==> config.mk <==
export PLATFORM = sky130hd
export DESIGN_NAME = mod_arith_sequencer
export DESIGN_NICKNAME = d
export VERILOG_FILES = /design/src/rtl/mod_arith_sequencer.sv
export SDC_FILE = /design/constraint.sdc
export NUM_CORES = 1
export LEC_CHECK = 0
export CAP_MARGIN = 20
export CORE_UTILIZATION = 45
export CTS_CLUSTER_DIAMETER = 120
export CTS_CLUSTER_SIZE = 14
export DETAILED_ROUTE_END_ITERATION = 10
export PLACE_DENSITY = 0.86
export SLEW_MARGIN = 40
export SYNTH_ARGS = -nofsm -noshare
export SYNTH_HDL_FRONTEND = slang
export SYNTH_SLANG_ARGS = --single-unit
==> constraint.sdc <==
create_clock -name clk -period 2.72 [get_ports clk]
set_input_delay 0.272 -clock clk [delete_from_list [all_inputs] [get_ports clk]]
set_output_delay 0.272 -clock clk [all_outputs]
set_load 0.02 [all_outputs]
==> src/rtl/mod_arith_sequencer.sv <==
// Command sequencer that runs modular add/sub/mul through one external
// combinational modular add/sub unit. Multiply is an MSB-first double-and-add loop over b.
module mod_arith_sequencer #(
    parameter int W = 4,
    parameter int M = 8
) (
    input  logic         clk,
    input  logic         rst,
    input  logic         in_valid,
    output logic         in_ready,
    input  logic [1:0]   op,
    input  logic [W-1:0] a,
    input  logic [W-1:0] b,
    output logic         out_valid,
    input  logic         out_ready,
    output logic [W-1:0] result,
    output logic         err,
    output logic         au_s,
    output logic [W-1:0] au_x,
    output logic [W-1:0] au_y,
    input  logic [W-1:0] au_z
);

    localparam int            CW      = (W > 1) ? $clog2(W) : 1;
    localparam logic [W:0]    M_EXT   = (W+1)'(M);
    localparam logic [CW-1:0] CNT_TOP = CW'(W - 1);

    typedef enum logic [2:0] {IDLE, EXEC, DBL, ADD, DONE} state_t;

    state_t        state, state_nx;
    logic [1:0]    op_r, op_nx;
    logic [W-1:0]  a_r, a_nx;
    logic [W-1:0]  b_r, b_nx;
    logic [W-1:0]  acc, acc_nx;
    logic [W-1:0]  result_r, result_nx;
    logic          err_r, err_nx;
    logic [CW-1:0] cnt, cnt_nx;
    logic          cmd_bad;

    assign in_ready  = (state == IDLE) && !rst;
    assign out_valid = (state == DONE);
    assign result    = result_r;
    assign err       = err_r;

    always_ff @(posedge clk) begin
        if (rst) begin
            state    <= IDLE;
            acc      <= '0;
            cnt      <= '0;
            result_r <= '0;
            err_r    <= 1'b0;
        end else begin
            state    <= state_nx;
            acc      <= acc_nx;
            cnt      <= cnt_nx;
            result_r <= result_nx;
            err_r    <= err_nx;
        end
    end

    // Operand latches are only consumed after a fresh accept, so they need no reset.
    always_ff @(posedge clk) begin
        op_r <= op_nx;
        a_r  <= a_nx;
        b_r  <= b_nx;
    end

    always_comb begin
        state_nx  = state;
        op_nx     = op_r;
        a_nx      = a_r;
        b_nx      = b_r;
        acc_nx    = acc;
        cnt_nx    = cnt;
        result_nx = result_r;
        err_nx    = err_r;
        au_s      = 1'b0;
        au_x      = '0;
        au_y      = '0;
        cmd_bad   = (op == 2'b11) || ({1'b0, a} >= M_EXT) || ({1'b0, b} >= M_EXT);

        case (state)
            IDLE: begin
                if (in_valid && in_ready) begin
                    op_nx  = op;
                    a_nx   = a;
                    b_nx   = b;
                    acc_nx = '0;
                    cnt_nx = CNT_TOP;
                    if (cmd_bad) begin
                        result_nx = '0;
                        err_nx    = 1'b1;
                        state_nx  = DONE;
                    end else if (op == 2'b10) begin
                        state_nx = DBL;
                    end else begin
                        state_nx = EXEC;
                    end
                end
            end
            EXEC: begin
                au_x      = a_r;
                au_y      = b_r;
                au_s      = op_r[0];
                result_nx = au_z;
                err_nx    = 1'b0;
                state_nx  = DONE;
            end
            DBL: begin
                au_x   = acc;
                au_y   = acc;
                acc_nx = au_z;
                // A set bit goes to ADD without consuming cnt; ADD steps to the next bit.
                if (b_r[cnt]) begin
                    state_nx = ADD;
                end else if (cnt == '0) begin
                    result_nx = au_z;
                    err_nx    = 1'b0;
                    state_nx  = DONE;
                end else begin
                    cnt_nx = cnt - CW'(1);
                end
            end
            ADD: begin
                au_x   = acc;
                au_y   = a_r;
                acc_nx = au_z;
                if (cnt == '0) begin
                    result_nx = au_z;
                    err_nx    = 1'b0;
                    state_nx  = DONE;
                end else begin
                    cnt_nx   = cnt - CW'(1);
                    state_nx = DBL;
                end
            end
            DONE: begin
                if (out_ready) begin
                    state_nx = IDLE;
                end
            end
            default: begin
                state_nx = IDLE;
            end
        endcase
    end

endmodule

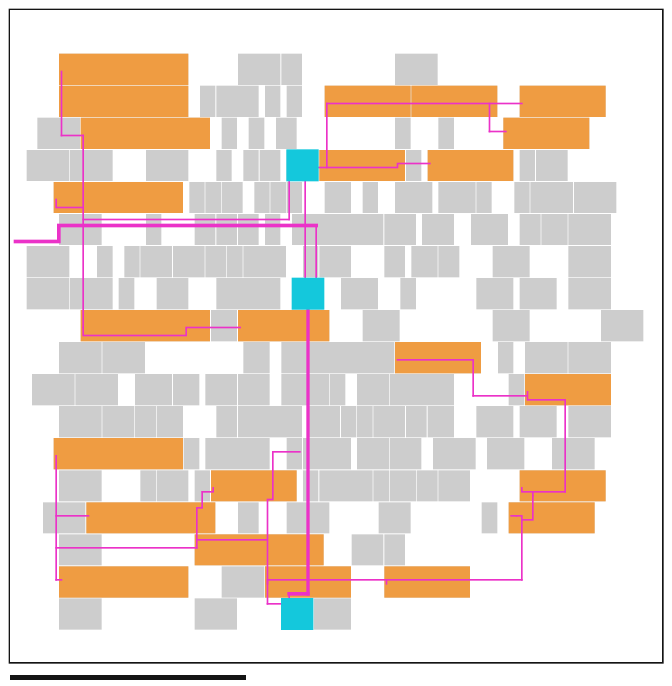
*Clock wires, drivers and flops, run 1*
Scale bar: 20 um.
[magenta] clock wires | length: 294 um
[orange] flip-flops | count: 23
[cyan] clock-net drivers | count: 3
routed clock nets: 4
flops lie: spread over the die
relative contribution of the clock network to total power: 0.239
insertion delay at the late pin of the worst-skew pair: 0.31 ns
Setup Skew: 0.00113 ns
clock group total power: 163 uW

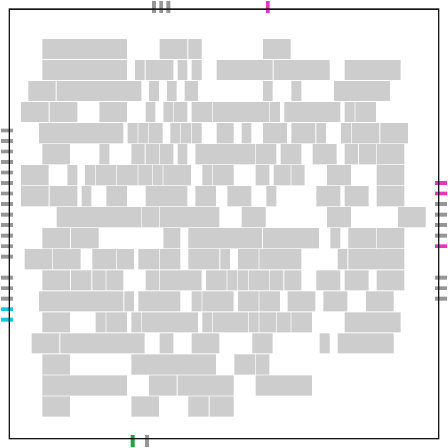
*I/O pins on the die edge, run 1*
Pins as bars across the die edge, other pins in gray.
[green] in_valid | pins: 1 | direction: input | edge: bottom
[cyan] op | pins: 2 | direction: input | edge: left
[magenta] au_z | pins: 4 | direction: input | edge: 3 right, 1 top
die span in x: 55.4 um
count of buffers inserted at the top-level ports: 33
floorplan die height: 55.4 um

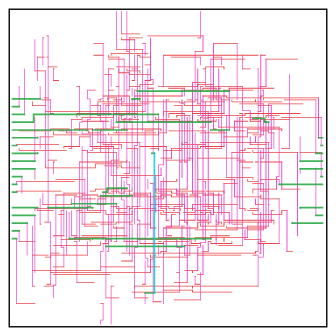
*Metal layers overlaid, run 1*
[cyan] M4 | wire length: 24.5 um
[red] M1 | wire length: 1340 um
[magenta] M2 | wire length: 1620 um
[green] M3 | wire length: 222 um
Detailed Route WL: 3.21 mm
post-detailed-route wirelength per cell: 16.2 um
overall routing resource usage: 0.223
routed via count: 1186

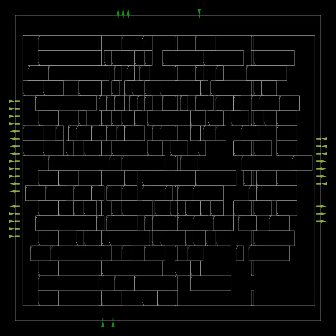
*Placed standard cells, run 1*
fraction of area in registers: 0.333
row count: 18
Final Instance Count excl. Fillers: 198

==> run 1: worst max-delay path: stages, from the launching register on <==
cell and delay, ns:
sky130_fd_sc_hd__dfxtp_1 0.74, sky130_fd_sc_hd__nor2b_1 0.19, sky130_fd_sc_hd__a22oi_1 0.28, sky130_fd_sc_hd__nor2_1 0.07, sky130_fd_sc_hd__clkdlybuf4s50_1 0.54
==> run 1: cell type report <==
cell class	instances	area share
clock buffer	4	0.0158
inverter	9	0.0204
multi-input combinational	96	0.395
sequential	23	0.333
tap	30	0.0226
timing repair buffer	36	0.213
==> run 1: cell usage in the layout, fill, tap and decap left out, drive strengths merged, types with 2 or more instances in the layout <==
master / synthesis / layout
a32oi: 2 / 2
dfxtp: 14 / 14
clkdlybuf4s50: 0 / 33
inv: 9 / 9
o41ai: 4 / 4
a2111oi: 2 / 2
nand2: 10 / 10
a21oi: 9 / 9
nor3: 2 / 2
o21ai: 6 / 6
nor3b: 4 / 4
nor4: 2 / 2
nor2: 19 / 19
nor2b: 3 / 3
mux2: 3 / 3
a22oi: 9 / 9
o311ai: 4 / 4
buf: 6 / 3
clkbuf: 2 / 4
edfxtp: 9 / 9
==> run 1: flip-flops by register name, indices dropped and copies added, names as in the netlist <==
register  flops
err           1
op_r          1
a_r           4
state         3
acc           4
result        4
b_r           4
cnt           2
==> run 1: where the power goes <==
part	total (mW)	internal [mW]	switching, mW
sequential	0.385	0.372	0.0127
clock	0.163	0.0574	0.106
combinational	0.133	0.0618	0.0710
total	0.681	0.492	0.189
==> run 1: how the worst min path moves through the flow <==
stage | from | to | slack, ns | cells past startpoint
floorplan | rst | state[1] | 0.35 | 1
global placement | result[3] | result[3] | 0.48 | 2
detailed placement | result[3] | result[3] | 0.50 | 2
CTS | b[0] | b_r[0] | 0.49 | 1
global route | b[0] | b_r[0] | 0.49 | 1
finish | b[2] | b_r[2] | 0.50 | 1
==> run 1: through the flow <==
step                setup slack [ns]  instance area (sq um)
floorplan                      0.732                   1280
global placement               0.618                   1630
detailed placement             0.545                   1630
CTS                            0.141                   1660
global route                   0.168                   1660
finish                         0.314                   1660
==> run 1: logic make-up (layout without fill, tap and decap cells) <==
family / Yosys count / after routing
compound gates: 43 / 43
buf+inv: 17 / 49
fa+ha+maj: 1 / 1
mux: 3 / 3
flops: 23 / 23
xor+xnor: 1 / 1
simple gates: 48 / 48
==> run 1: per-layer routing <==
layer	track usage	part of all wire
met5	0	0
met4	0.100	0.0075
met3	0.0304	0.069
met2	0.380	0.51
met1	0.278	0.42
==> run 1: repair_timing <==
action | 4_1_cts | 5_1_grt
resized | 0 | 1
setup endpoints to repair | 0 | 1
buffers inserted | 0 | 0
==> impl_metrics.xml, run 1 <==
<?xml version="1.0" encoding="UTF-8"?>
<metrics>
  <group name="run_status">
    <metric name="status" unit="">completed</metric>
  </group>
  <group name="logic_synthesis">
    <metric name="synth.yosys.num_cells" unit="">136</metric>
    <metric name="ys_sh_mux" unit="">0.0322</metric>
    <metric name="synth_seq_share" unit="">0.430</metric>
    <metric name="synthesis.yosys.warnings" unit="">0</metric>
    <metric name="post_synth.cell_area_avg" unit="sq um">9.42</metric>
    <metric name="synth-async-reset-ratio" unit="">0</metric>
    <metric name="yosys.area_share.simple" unit="">0.191</metric>
    <metric name="enable_flop_cells" unit="">9</metric>
    <metric name="yosysTopAreaCell" unit="">sky130_fd_sc_hd__dfxtp_1</metric>
    <metric name="postSynth.topFlopCell" unit="">sky130_fd_sc_hd__dfxtp_1</metric>
    <metric name="synthXorXnorAreaFrac" unit="">0.00684</metric>
    <metric name="synth.ff_latch_count" unit="">23</metric>
    <metric name="synth_top_area_share" unit="">0.219</metric>
    <metric name="yosys-stat-area" unit="sq um">1280</metric>
    <metric name="synth.distinct_cells" unit="">40</metric>
    <metric name="post_synthesis_instance_area" unit="sq um">1280</metric>
    <metric name="top_logic_kind" unit="">AND-OR/OR-AND gates</metric>
    <metric name="floorplan.nets" unit="">155</metric>
    <metric name="synthTopCellsByArea" unit="">sky130_fd_sc_hd__dfxtp_1 22%, sky130_fd_sc_hd__edfxtp_1 21%, sky130_fd_sc_hd__nor2_1 5.6%</metric>
    <metric name="commonest_cells_post_synth" unit="">19 x sky130_fd_sc_hd__nor2_1, 14 x sky130_fd_sc_hd__dfxtp_1, 10 x sky130_fd_sc_hd__nand2_1</metric>
  </group>
  <group name="sta">
    <metric name="setup_tns" unit="ns">0</metric>
    <metric name="worst_hold_slack" unit="ns">0.499</metric>
    <metric name="finalWorstPathRequiredPeriod" unit="ns">2.41</metric>
    <metric name="layout_worst_path_cycle_share" unit="">0.885</metric>
    <metric name="finalHoldViolations" unit="">0</metric>
    <metric name="rsz0062_at_grt" unit="">false</metric>
    <metric name="max_clock_freq" unit="MHz">416</metric>
    <metric name="finalMaxSlewViolations" unit="">0</metric>
  </group>
  <group name="grt">
    <metric name="grt_pass1_wl" unit="mm">5.43</metric>
    <metric name="gr-total-overflow" unit="">0</metric>
    <metric name="grt_start_max_net_pins" unit="">22</metric>
    <metric name="grt_antenna_before_repair" unit="">0</metric>
  </group>
  <group name="clock_network">
    <metric name="h-tree-depth" unit="">1</metric>
    <metric name="clockBufferDepth" unit="">2</metric>
    <metric name="postCtsHoldBufs" unit="">0</metric>
    <metric name="clock_sink_count" unit="">23</metric>
    <metric name="cts_inserted_buffers" unit="">3</metric>
    <metric name="cts_tree" unit="">yes</metric>
  </group>
  <group name="final_layout">
    <metric name="fin_nets" unit="">188</metric>
    <metric name="final_layout_size_suffix_gt1_frac" unit="">0.0952</metric>
    <metric name="seq_area" unit="sq um">552</metric>
    <metric name="flow.area_growth_from_synthesis" unit="%">29.4</metric>
    <metric name="nFillCells" unit="">217</metric>
    <metric name="final_core_utilization" unit="">0.640</metric>
    <metric name="n_antenna_cell" unit="">0</metric>
  </group>
  <group name="floorplan">
    <metric name="die-area" unit="sq um">3060</metric>
    <metric name="design.portCount" unit="">34</metric>
    <metric name="fp-utilization" unit="">0.495</metric>
  </group>
  <group name="drt">
    <metric name="drt_iter0_drc" unit="">55</metric>
    <metric name="drt-vias-per-instance" unit="">5.99</metric>
    <metric name="antenna_violating_nets_post_route" unit="">0</metric>
    <metric name="drt_pass1_iterations" unit="">4</metric>
  </group>
  <group name="worst_setup_path">
    <metric name="r2r_start" unit="">state[1]</metric>
    <metric name="critical_path.max_fanout" unit="">21</metric>
    <metric name="setup.worst_path.class" unit="">flop to output port</metric>
    <metric name="worstPathArrival" unit="ns">2.13</metric>
    <metric name="timing.rr.end" unit="">result[0]</metric>
    <metric name="worst-r2r-cell-count" unit="">5</metric>
    <metric name="worst_setup_path_startpoint" unit="">state[1]</metric>
    <metric name="critical_path.startpoint_type" unit="">flop</metric>
    <metric name="timing.critical_path.to_type" unit="">output port</metric>
    <metric name="setup.worst_path.end" unit="">au_y[1]</metric>
  </group>
  <group name="pwr">
    <metric name="fin_total_pwr" unit="uW">681</metric>
    <metric name="pwr_density_cell" unit="nW/um^2">411</metric>
    <metric name="power.leakage" unit="nW">0.607</metric>
  </group>
  <group name="placement">
    <metric name="placer_congestion_estimate" unit="">0.886</metric>
    <metric name="dp.cells" unit="">194</metric>
    <metric name="dpl.hpwl" unit="mm">2.39</metric>
  </group>
  <group name="min_path">
    <metric name="min-delay-path-class" unit="">input pin to flop</metric>
  </group>
</metrics>
--- run 2 (diff from run 1) ---
- MAX_ROUTING_LAYER: not set -> met4
- TNS_END_PERCENT: not set -> 5
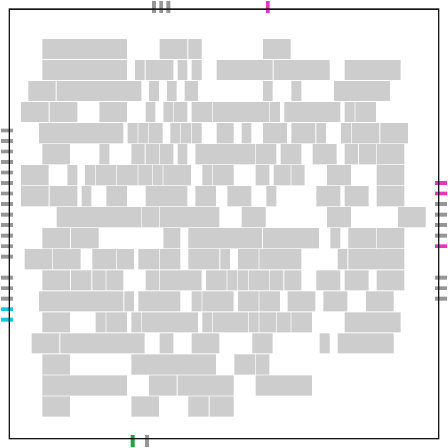
*I/O pins on the die edge, run 2*
Pins as bars across the die edge, other pins in gray.
[magenta] au_z | pins: 4 | direction: input | edge: 3 right, 1 top
[cyan] op | pins: 2 | direction: input | edge: left
[green] in_valid | pins: 1 | direction: input | edge: bottom
all pins by edge: 18 left, 10 right, 4 top, 2 bottom

==> run 2 against run 1 <==
Effect of this change: maximum frequency stayed put; combinational power hardly changed; sequential cell count stayed put; utilization stayed put; clock skew stayed put; first-iteration DRC count stayed put; area after synthesis stayed put; non-clock buffer count stayed put; worst hold slack stayed put; highest routed layer unchanged.
==> impl_metrics.xml, run 2 <==
<?xml version="1.0" encoding="UTF-8"?>
<metrics>
  <group name="placement">
    <metric name="placer_congestion_estimate" unit="">0.901</metric>
    <metric name="port_buffers" unit="">33</metric>
    <metric name="dpl.hpwl" unit="mm">2.39</metric>
    <metric name="preCtsSetupSlack" unit="ns">0.545</metric>
  </group>
  <group name="worst_setup_path">
    <metric name="setup.worst_path.class" unit="">flop to output port</metric>
    <metric name="timing.critical_path.to_type" unit="">output port</metric>
    <metric name="critical_path_required" unit="ns">2.45</metric>
    <metric name="critical_path.max_fanout" unit="">21</metric>
    <metric name="worstPathArrival" unit="ns">2.13</metric>
    <metric name="worst_setup_path_startpoint" unit="">state[1]</metric>
    <metric name="r2r_start" unit="">state[1]</metric>
    <metric name="critical_path.startpoint_type" unit="">flop</metric>
  </group>
  <group name="logic_synthesis">
    <metric name="post_synth.cell_area_avg" unit="sq um">9.42</metric>
    <metric name="synth_seq_share" unit="">0.430</metric>
    <metric name="floorplan.nets" unit="">155</metric>
    <metric name="post_synthesis_instance_area" unit="sq um">1280</metric>
    <metric name="synth_top_area_share" unit="">0.219</metric>
    <metric name="synthesis.yosys.warnings" unit="">0</metric>
    <metric name="enable_flop_cells" unit="">9</metric>
    <metric name="yosysTopAreaCell" unit="">sky130_fd_sc_hd__dfxtp_1</metric>
    <metric name="synthTopCellsByArea" unit="">sky130_fd_sc_hd__dfxtp_1 22%, sky130_fd_sc_hd__edfxtp_1 21%, sky130_fd_sc_hd__nor2_1 5.6%</metric>
    <metric name="commonest_cells_post_synth" unit="">19 x sky130_fd_sc_hd__nor2_1, 14 x sky130_fd_sc_hd__dfxtp_1, 10 x sky130_fd_sc_hd__nand2_1</metric>
    <metric name="synth.ff_latch_count" unit="">23</metric>
    <metric name="synth-async-reset-ratio" unit="">0</metric>
    <metric name="synth.yosys.num_cells" unit="">136</metric>
    <metric name="yosys-stat-area" unit="sq um">1280</metric>
    <metric name="postSynth.topFlopCell" unit="">sky130_fd_sc_hd__dfxtp_1</metric>
    <metric name="synth.distinct_cells" unit="">40</metric>
  </group>
  <group name="clock_network">
    <metric name="insertion_delay_at_the_late_pin_of_the_worst_skew_pair" unit="ns">0.31</metric>
    <metric name="clockBufferDepth" unit="">2</metric>
    <metric name="h-tree-depth" unit="">1</metric>
    <metric name="postCtsSetupBuffers" unit="">0</metric>
    <metric name="cts_inserted_buffers" unit="">3</metric>
    <metric name="clock_sink_count" unit="">23</metric>
    <metric name="cts_tree" unit="">yes</metric>
  </group>
  <group name="final_layout">
    <metric name="final_layout_size_suffix_gt1_frac" unit="">0.0952</metric>
    <metric name="n_antenna_cell" unit="">0</metric>
    <metric name="final_core_utilization" unit="">0.640</metric>
    <metric name="fin_nets" unit="">188</metric>
    <metric name="flow.area_growth_from_synthesis" unit="%">29.4</metric>
    <metric name="layout_top_cells_excl_fill_tap" unit="">33 x sky130_fd_sc_hd__clkdlybuf4s50_1, 19 x sky130_fd_sc_hd__nor2_1, 13 x sky130_fd_sc_hd__dfxtp_1, 10 x sky130_fd_sc_hd__nand2_1</metric>
    <metric name="dominant_logic_cell_type_in_the_layout" unit="">sky130_fd_sc_hd__clkdlybuf4s50_1</metric>
  </group>
  <group name="sta">
    <metric name="setup_tns" unit="ns">0</metric>
    <metric name="finalHoldViolations" unit="">0</metric>
    <metric name="skew" unit="ns">0.00113</metric>
    <metric name="worst_hold_slack" unit="ns">0.499</metric>
    <metric name="max_clock_freq" unit="MHz">416</metric>
    <metric name="finalWorstPathRequiredPeriod" unit="ns">2.41</metric>
    <metric name="layout_worst_path_cycle_share" unit="">0.885</metric>
    <metric name="finalMaxSlewViolations" unit="">0</metric>
    <metric name="timing.final.ws_setup" unit="ns">0.314</metric>
    <metric name="rsz0062_at_grt" unit="">false</metric>
  </group>
  <group name="drt">
    <metric name="drt-total-wl" unit="mm">3.21</metric>
    <metric name="drt_pass1_iterations" unit="">4</metric>
    <metric name="routed_wire_length_per_instance" unit="um">16.2</metric>
    <metric name="drt_iter0_drc" unit="">55</metric>
    <metric name="antenna_violating_nets_post_route" unit="">0</metric>
    <metric name="drt-vias-per-instance" unit="">5.99</metric>
    <metric name="routed_via_count" unit="">1186</metric>
  </group>
  <group name="pwr">
    <metric name="power.leakage" unit="nW">0.607</metric>
    <metric name="pwr_density_cell" unit="nW/um^2">411</metric>
  </group>
  <group name="floorplan">
    <metric name="rows" unit="">18</metric>
    <metric name="die_w" unit="um">55.4</metric>
    <metric name="fp-utilization" unit="">0.495</metric>
    <metric name="design.portCount" unit="">34</metric>
    <metric name="die-area" unit="sq um">3060</metric>
    <metric name="die_y" unit="um">55.4</metric>
  </group>
  <group name="run_status">
    <metric name="status" unit="">completed</metric>
  </group>
  <group name="grt">
    <metric name="grt_pass1_wl" unit="mm">5.43</metric>
    <metric name="gr-total-overflow" unit="">0</metric>
    <metric name="globalRouteTotalUtil" unit="">0.229</metric>
    <metric name="grt_start_max_net_pins" unit="">22</metric>
    <metric name="grt_antenna_before_repair" unit="">0</metric>
  </group>
  <group name="min_path">
    <metric name="min-delay-path-class" unit="">input pin to flop</metric>
    <metric name="hold_path_startpoint" unit="">b[2]</metric>
  </group>
</metrics>
==> run 2: layout make-up <==
class / count / area (sq um)
fillers: 217 / 932
multi-input cells: 96 / 656
flip-flops and latches: 23 / 552
repair buffers: 36 / 353
well taps: 30 / 37.5
inverters: 9 / 33.8
clock buffers: 4 / 26.3
==> run 2: per-stage QoR <==
stage | cells | power (mW) | instance area, sq um
4_1_cts | 198 | 0.685 | 1660
5_1_grt | 198 | 0.713 | 1660
3_5_place_dp | 194 | 0.523 | 1630
6_report | 198 | 0.681 | 1660
2_1_floorplan | 136 | 0.467 | 1280
3_3_place_gp | 194 | 0.520 | 1630
==> run 2: worst max-delay path, cell delays in order, from the launching register on <==
cell	delay, ns
sky130_fd_sc_hd__dfxtp_1	0.74
sky130_fd_sc_hd__nor2b_1	0.19
sky130_fd_sc_hd__a22oi_1	0.28
sky130_fd_sc_hd__nor2_1	0.07
sky130_fd_sc_hd__clkdlybuf4s50_1	0.54
==> run 2: cells by family after synthesis <==
family,after synthesis,share of synthesized area
adders and majority gates,1,0.00976
muxes,3,0.0322
DFF,23,0.430
AOI/OAI and AO/OA,43,0.271
and+or+nand+nor,48,0.191
xor gates and xnor gates,1,0.00684
buffers and inverters,17,0.0586
==> run 2: metal layers <==
metal,share of wire,GRT usage,up-vias
met3,0.069,0.0304,2
met1,0.42,0.278,558
met2,0.51,0.380,54
met4,0.0075,0.100,0
met5,0,-,-
li1,-,-,572
==> run 2: timing repair <==
item / 4_1_cts / 5_1_grt
setup endpoints to repair: 0 / 1
gates resized: 0 / 1
hold buffers: 0 / 0
==> run 2: final timing paths <==
check         endpoint  slack (ns)  depth (start not counted)
max            au_y[1]        0.31                          4
min             b_r[2]        0.50                          1
max reg2reg  result[0]        0.65                          5
min reg2reg  result[3]        0.51                          2
==> run 2: where the power goes <==
group	switching (mW)	total (mW)	leakage, nW	internal [mW]
clock network	0.106	0.163	0.0150	0.0574
registers	0.0127	0.385	0.198	0.372
logic	0.0710	0.133	0.394	0.0618
### Cell classes on the final placement, run 2

Fill, decap, tap and diode cells in gray.
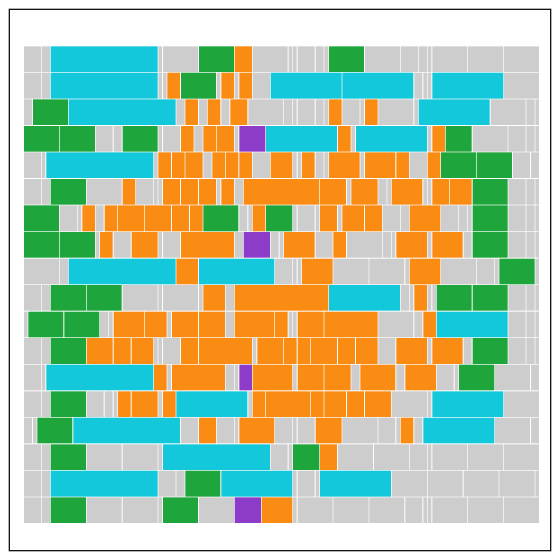

--- run 3 (diff from run 2) ---
- CORE_MARGIN: not set -> 2
- REMOVE_ABC_BUFFERS: not set -> 1
- TNS_END_PERCENT: 5 -> not set
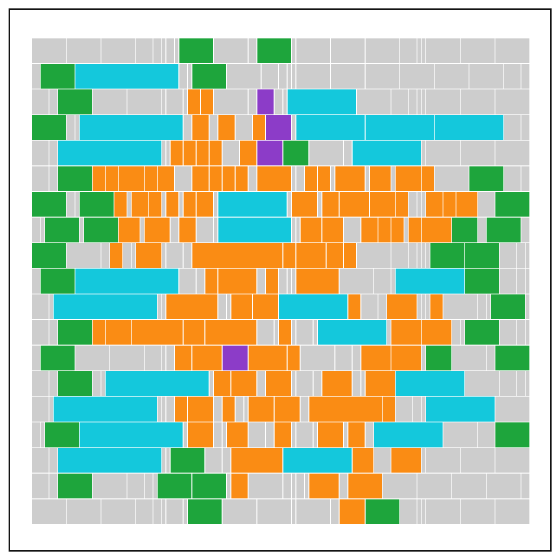
*Cell classes on the final placement, run 3*
Fill, decap, tap and diode cells in gray.
[green] remaining buffers and delay cells | cells: 36 | share of their area: 22%
[orange] remaining logic cells | cells: 105 | share of their area: 43%
[purple] clock drivers and dummy loads | cells: 4 | share of their area: 1.7%
[cyan] registers | cells: 23 | share of their area: 34%
fraction of area in registers: 0.332
placeable core area: 2730 sq um
Post-Layout Inst Area: 1660 sq um
Final Util: 0.607
row count: 19

==> run 3 against run 2 <==
Effect of this change: first-iteration DRC count shrank 18%; clock-buffer cell count shrank 1; via count grew 0.51%; critical path type unchanged; largest power group unchanged.
==> impl_metrics.xml, run 3 <==
<?xml version="1.0" encoding="UTF-8"?>
<metrics>
  <group name="drt">
    <metric name="drt_iter0_drc" unit="">45</metric>
    <metric name="drt-total-wl" unit="mm">3.12</metric>
    <metric name="routed_wire_length_per_instance" unit="um">15.7</metric>
    <metric name="drc_errors" unit="">0</metric>
    <metric name="drt-vias-per-instance" unit="">5.99</metric>
    <metric name="routed_via_count" unit="">1192</metric>
    <metric name="antenna_violating_nets_post_route" unit="">0</metric>
    <metric name="drt_pass1_iterations" unit="">4</metric>
  </group>
  <group name="worst_setup_path">
    <metric name="critical_path_required" unit="ns">2.45</metric>
    <metric name="worst-r2r-setup-slack" unit="ns">0.69</metric>
    <metric name="timing.rr.end" unit="">a_r[1]</metric>
    <metric name="timing.critical_path.to_type" unit="">output port</metric>
    <metric name="worst-r2r-cell-count" unit="">3</metric>
    <metric name="r2r_start" unit="">state[1]</metric>
    <metric name="worst_setup_path_startpoint" unit="">state[1]</metric>
    <metric name="crit_chain" unit="">buf_4 &gt; nor4_1 &gt; clkdlybuf4s50_1</metric>
    <metric name="critPathSlowestCell" unit="">sky130_fd_sc_hd__clkdlybuf4s50_1</metric>
    <metric name="critical_path.startpoint_type" unit="">flop</metric>
    <metric name="worstPathArrival" unit="ns">2.21</metric>
    <metric name="critical_path.max_stage_delay" unit="ns">0.71</metric>
    <metric name="critical_path.max_fanout" unit="">18</metric>
    <metric name="setup.worst_path.class" unit="">flop to output port</metric>
  </group>
  <group name="clock_network">
    <metric name="worst_setup_hold_path_clk_slew" unit="ns">0.13</metric>
    <metric name="cts_inserted_buffers" unit="">3</metric>
    <metric name="clockBufferDepth" unit="">2</metric>
    <metric name="postCtsSetupBuffers" unit="">0</metric>
    <metric name="cts-root-buf" unit="">sky130_fd_sc_hd__clkbuf_4</metric>
    <metric name="insertion_delay_at_the_late_pin_of_the_worst_skew_pair" unit="ns">0.32</metric>
    <metric name="clock_sink_count" unit="">23</metric>
    <metric name="h-tree-depth" unit="">1</metric>
    <metric name="cts_tree" unit="">yes</metric>
  </group>
  <group name="placement">
    <metric name="post_dp_cell_area" unit="sq um">1630</metric>
    <metric name="dpl.hpwl" unit="mm">2.38</metric>
    <metric name="port_buffers" unit="">33</metric>
    <metric name="placer_congestion_estimate" unit="">0.830</metric>
  </group>
  <group name="sta">
    <metric name="finalHoldViolations" unit="">0</metric>
    <metric name="setup_tns" unit="ns">0</metric>
    <metric name="rsz0062_at_grt" unit="">false</metric>
    <metric name="layout_worst_path_cycle_share" unit="">0.913</metric>
    <metric name="finalMaxSlewViolations" unit="">0</metric>
    <metric name="worst-slew-pin-transition" unit="ns">0.500</metric>
    <metric name="worst_slew_margin_rel" unit="">0.664</metric>
    <metric name="setup_viol" unit="">0</metric>
    <metric name="finalWorstPathRequiredPeriod" unit="ns">2.48</metric>
    <metric name="max_clock_freq" unit="MHz">403</metric>
    <metric name="skew" unit="ns">0.0132</metric>
  </group>
  <group name="grt">
    <metric name="grt_pass1_vias" unit="">1195</metric>
    <metric name="grt_pass1_wl" unit="mm">5.24</metric>
    <metric name="globalRouteTotalUtil" unit="">0.211</metric>
    <metric name="grt_start_max_net_pins" unit="">22</metric>
    <metric name="gr-total-overflow" unit="">0</metric>
    <metric name="grt_antenna_before_repair" unit="">0</metric>
  </group>
  <group name="final_layout">
    <metric name="nFillCells" unit="">239</metric>
    <metric name="n_antenna_cell" unit="">0</metric>
    <metric name="dominant_logic_cell_type_in_the_layout" unit="">sky130_fd_sc_hd__clkdlybuf4s50_1</metric>
    <metric name="layout_top_cells_excl_fill_tap" unit="">33 x sky130_fd_sc_hd__clkdlybuf4s50_1, 19 x sky130_fd_sc_hd__nor2_1, 13 x sky130_fd_sc_hd__dfxtp_1, 10 x sky130_fd_sc_hd__nand2_1</metric>
    <metric name="final_layout_size_suffix_gt1_frac" unit="">0.101</metric>
    <metric name="fin_nets" unit="">188</metric>
    <metric name="flow.area_growth_from_synthesis" unit="%">29.6</metric>
  </group>
  <group name="logic_synthesis">
    <metric name="synth.distinct_cells" unit="">40</metric>
    <metric name="postSynth.topFlopCell" unit="">sky130_fd_sc_hd__dfxtp_1</metric>
    <metric name="ys_sh_aoi" unit="">0.271</metric>
    <metric name="post_synthesis_instance_area" unit="sq um">1280</metric>
    <metric name="most_common_cell" unit="">sky130_fd_sc_hd__nor2_1</metric>
    <metric name="enable_flop_cells" unit="">9</metric>
    <metric name="synthXorXnorAreaFrac" unit="">0.00684</metric>
    <metric name="ys_sh_mux" unit="">0.0322</metric>
    <metric name="postSynthCellCount" unit="">136</metric>
    <metric name="synth.yosys.num_cells" unit="">136</metric>
    <metric name="synth.ff_latch_count" unit="">23</metric>
    <metric name="synthAdderAreaFrac" unit="">0.00977</metric>
    <metric name="yosys-stat-area" unit="sq um">1280</metric>
    <metric name="commonest_cells_post_synth" unit="">19 x sky130_fd_sc_hd__nor2_1, 14 x sky130_fd_sc_hd__dfxtp_1, 10 x sky130_fd_sc_hd__nand2_1</metric>
    <metric name="synth_top_area_share" unit="">0.219</metric>
    <metric name="synthesis.yosys.warnings" unit="">0</metric>
    <metric name="synthTopCellsByArea" unit="">sky130_fd_sc_hd__dfxtp_1 22%, sky130_fd_sc_hd__edfxtp_1 21%, sky130_fd_sc_hd__nor2_1 5.6%</metric>
    <metric name="top_logic_kind" unit="">AND-OR/OR-AND gates</metric>
    <metric name="post_synth.cell_area_avg" unit="sq um">9.42</metric>
    <metric name="yosysTopAreaCell" unit="">sky130_fd_sc_hd__dfxtp_1</metric>
    <metric name="synth_seq_share" unit="">0.430</metric>
    <metric name="yosys.area_share.simple" unit="">0.191</metric>
    <metric name="synth-async-reset-ratio" unit="">0</metric>
  </group>
  <group name="floorplan">
    <metric name="design.portCount" unit="">34</metric>
    <metric name="die-area" unit="sq um">3290</metric>
    <metric name="fp-utilization" unit="">0.469</metric>
    <metric name="die_y" unit="um">57.4</metric>
    <metric name="die_w" unit="um">57.4</metric>
  </group>
  <group name="pwr">
    <metric name="fin_total_pwr" unit="uW">678</metric>
    <metric name="worst_ir_drop_vdd" unit="V">0.000388</metric>
    <metric name="power.leakage" unit="nW">0.610</metric>
    <metric name="pwr_density_cell" unit="nW/um^2">408</metric>
  </group>
  <group name="flow_run">
    <metric name="tool_warnings" unit="">25</metric>
    <metric name="cap_violations" unit="">0</metric>
  </group>
  <group name="min_path">
    <metric name="holdPathEnd" unit="">b_r[1]</metric>
    <metric name="hold_path_startpoint" unit="">b[1]</metric>
    <metric name="min-delay-path-class" unit="">input pin to flop</metric>
    <metric name="count_of_cells_along_the_worst_hold_path" unit="">1</metric>
  </group>
  <group name="run_status">
    <metric name="status" unit="">completed</metric>
  </group>
</metrics>
[run 3: worst max-delay path by stage]
stage | to | slack, ns
final | in_ready | 0.24
after global routing | in_ready | 0.15
after CTS | au_y[0] | 0.16
after detailed placement | au_y[0] | 0.52
after global placement | in_ready | 0.63
after floorplan | a_r[0] | 0.60
[run 3: where the power goes]
group | leakage, nW | switching, mW | internal, mW
registers | 0.198 | 0.0116 | 0.372
logic | 0.394 | 0.0723 | 0.0619
clock network | 0.0177 | 0.105 | 0.0551
total | 0.610 | 0.189 | 0.489
[run 3: critical path: cells and delay by family (launching register included)]
family	cells	cell delay [ns]
buffers and inverters	2	0.97
and+or+nand+nor	1	0.48
DFF	1	0.46
[run 3: kinds of logic after synthesis]
family                     count (synthesis)
and+or+nand+nor                           48
adders and majority gates                  1
xor gates and xnor gates                   1
muxes                                      3
buffers and inverters                     17
AOI/OAI and AO/OA                         43
DFF                                       23
[run 3: area by class of cell]
cell class | count | area (sq um) | share of cell area
Clock buffer | 3 | 22.5 | 0.0136
Clock inverter | 1 | 5.00 | 0.00301
Inverter | 9 | 33.8 | 0.0203
Multi-Input combinational cell | 96 | 656 | 0.395
Sequential cell | 23 | 552 | 0.332
Tap cell | 31 | 38.8 | 0.0234
Timing Repair Buffer | 36 | 353 | 0.213
[run 3: timing repair]
item | CTS | global route
hold buffers | 0 | 0
endpoints found under the setup margin | 0 | 3
resized | 0 | 1
[run 3: layer usage]
layer	part of all wire	GRT usage	vias to the layer above
li1	-	-	576
met1	0.42	0.255	561
met2	0.50	0.333	49
met3	0.066	0.0431	6
met4	0.020	0.103	0
met5	0	-	-
[run 3: metrics by stage]
stage | cells | hold slack [ns] | setup slack (ns)
3_3_place_gp | 195 | 0.480 | 0.627
4_1_cts | 199 | 0.490 | 0.156
3_5_place_dp | 195 | 0.501 | 0.525
5_1_grt | 199 | 0.496 | 0.152
6_report | 199 | 0.496 | 0.236
2_1_floorplan | 128 | 0.341 | 0.604
Power is estimated from default activity; no workload was simulated.
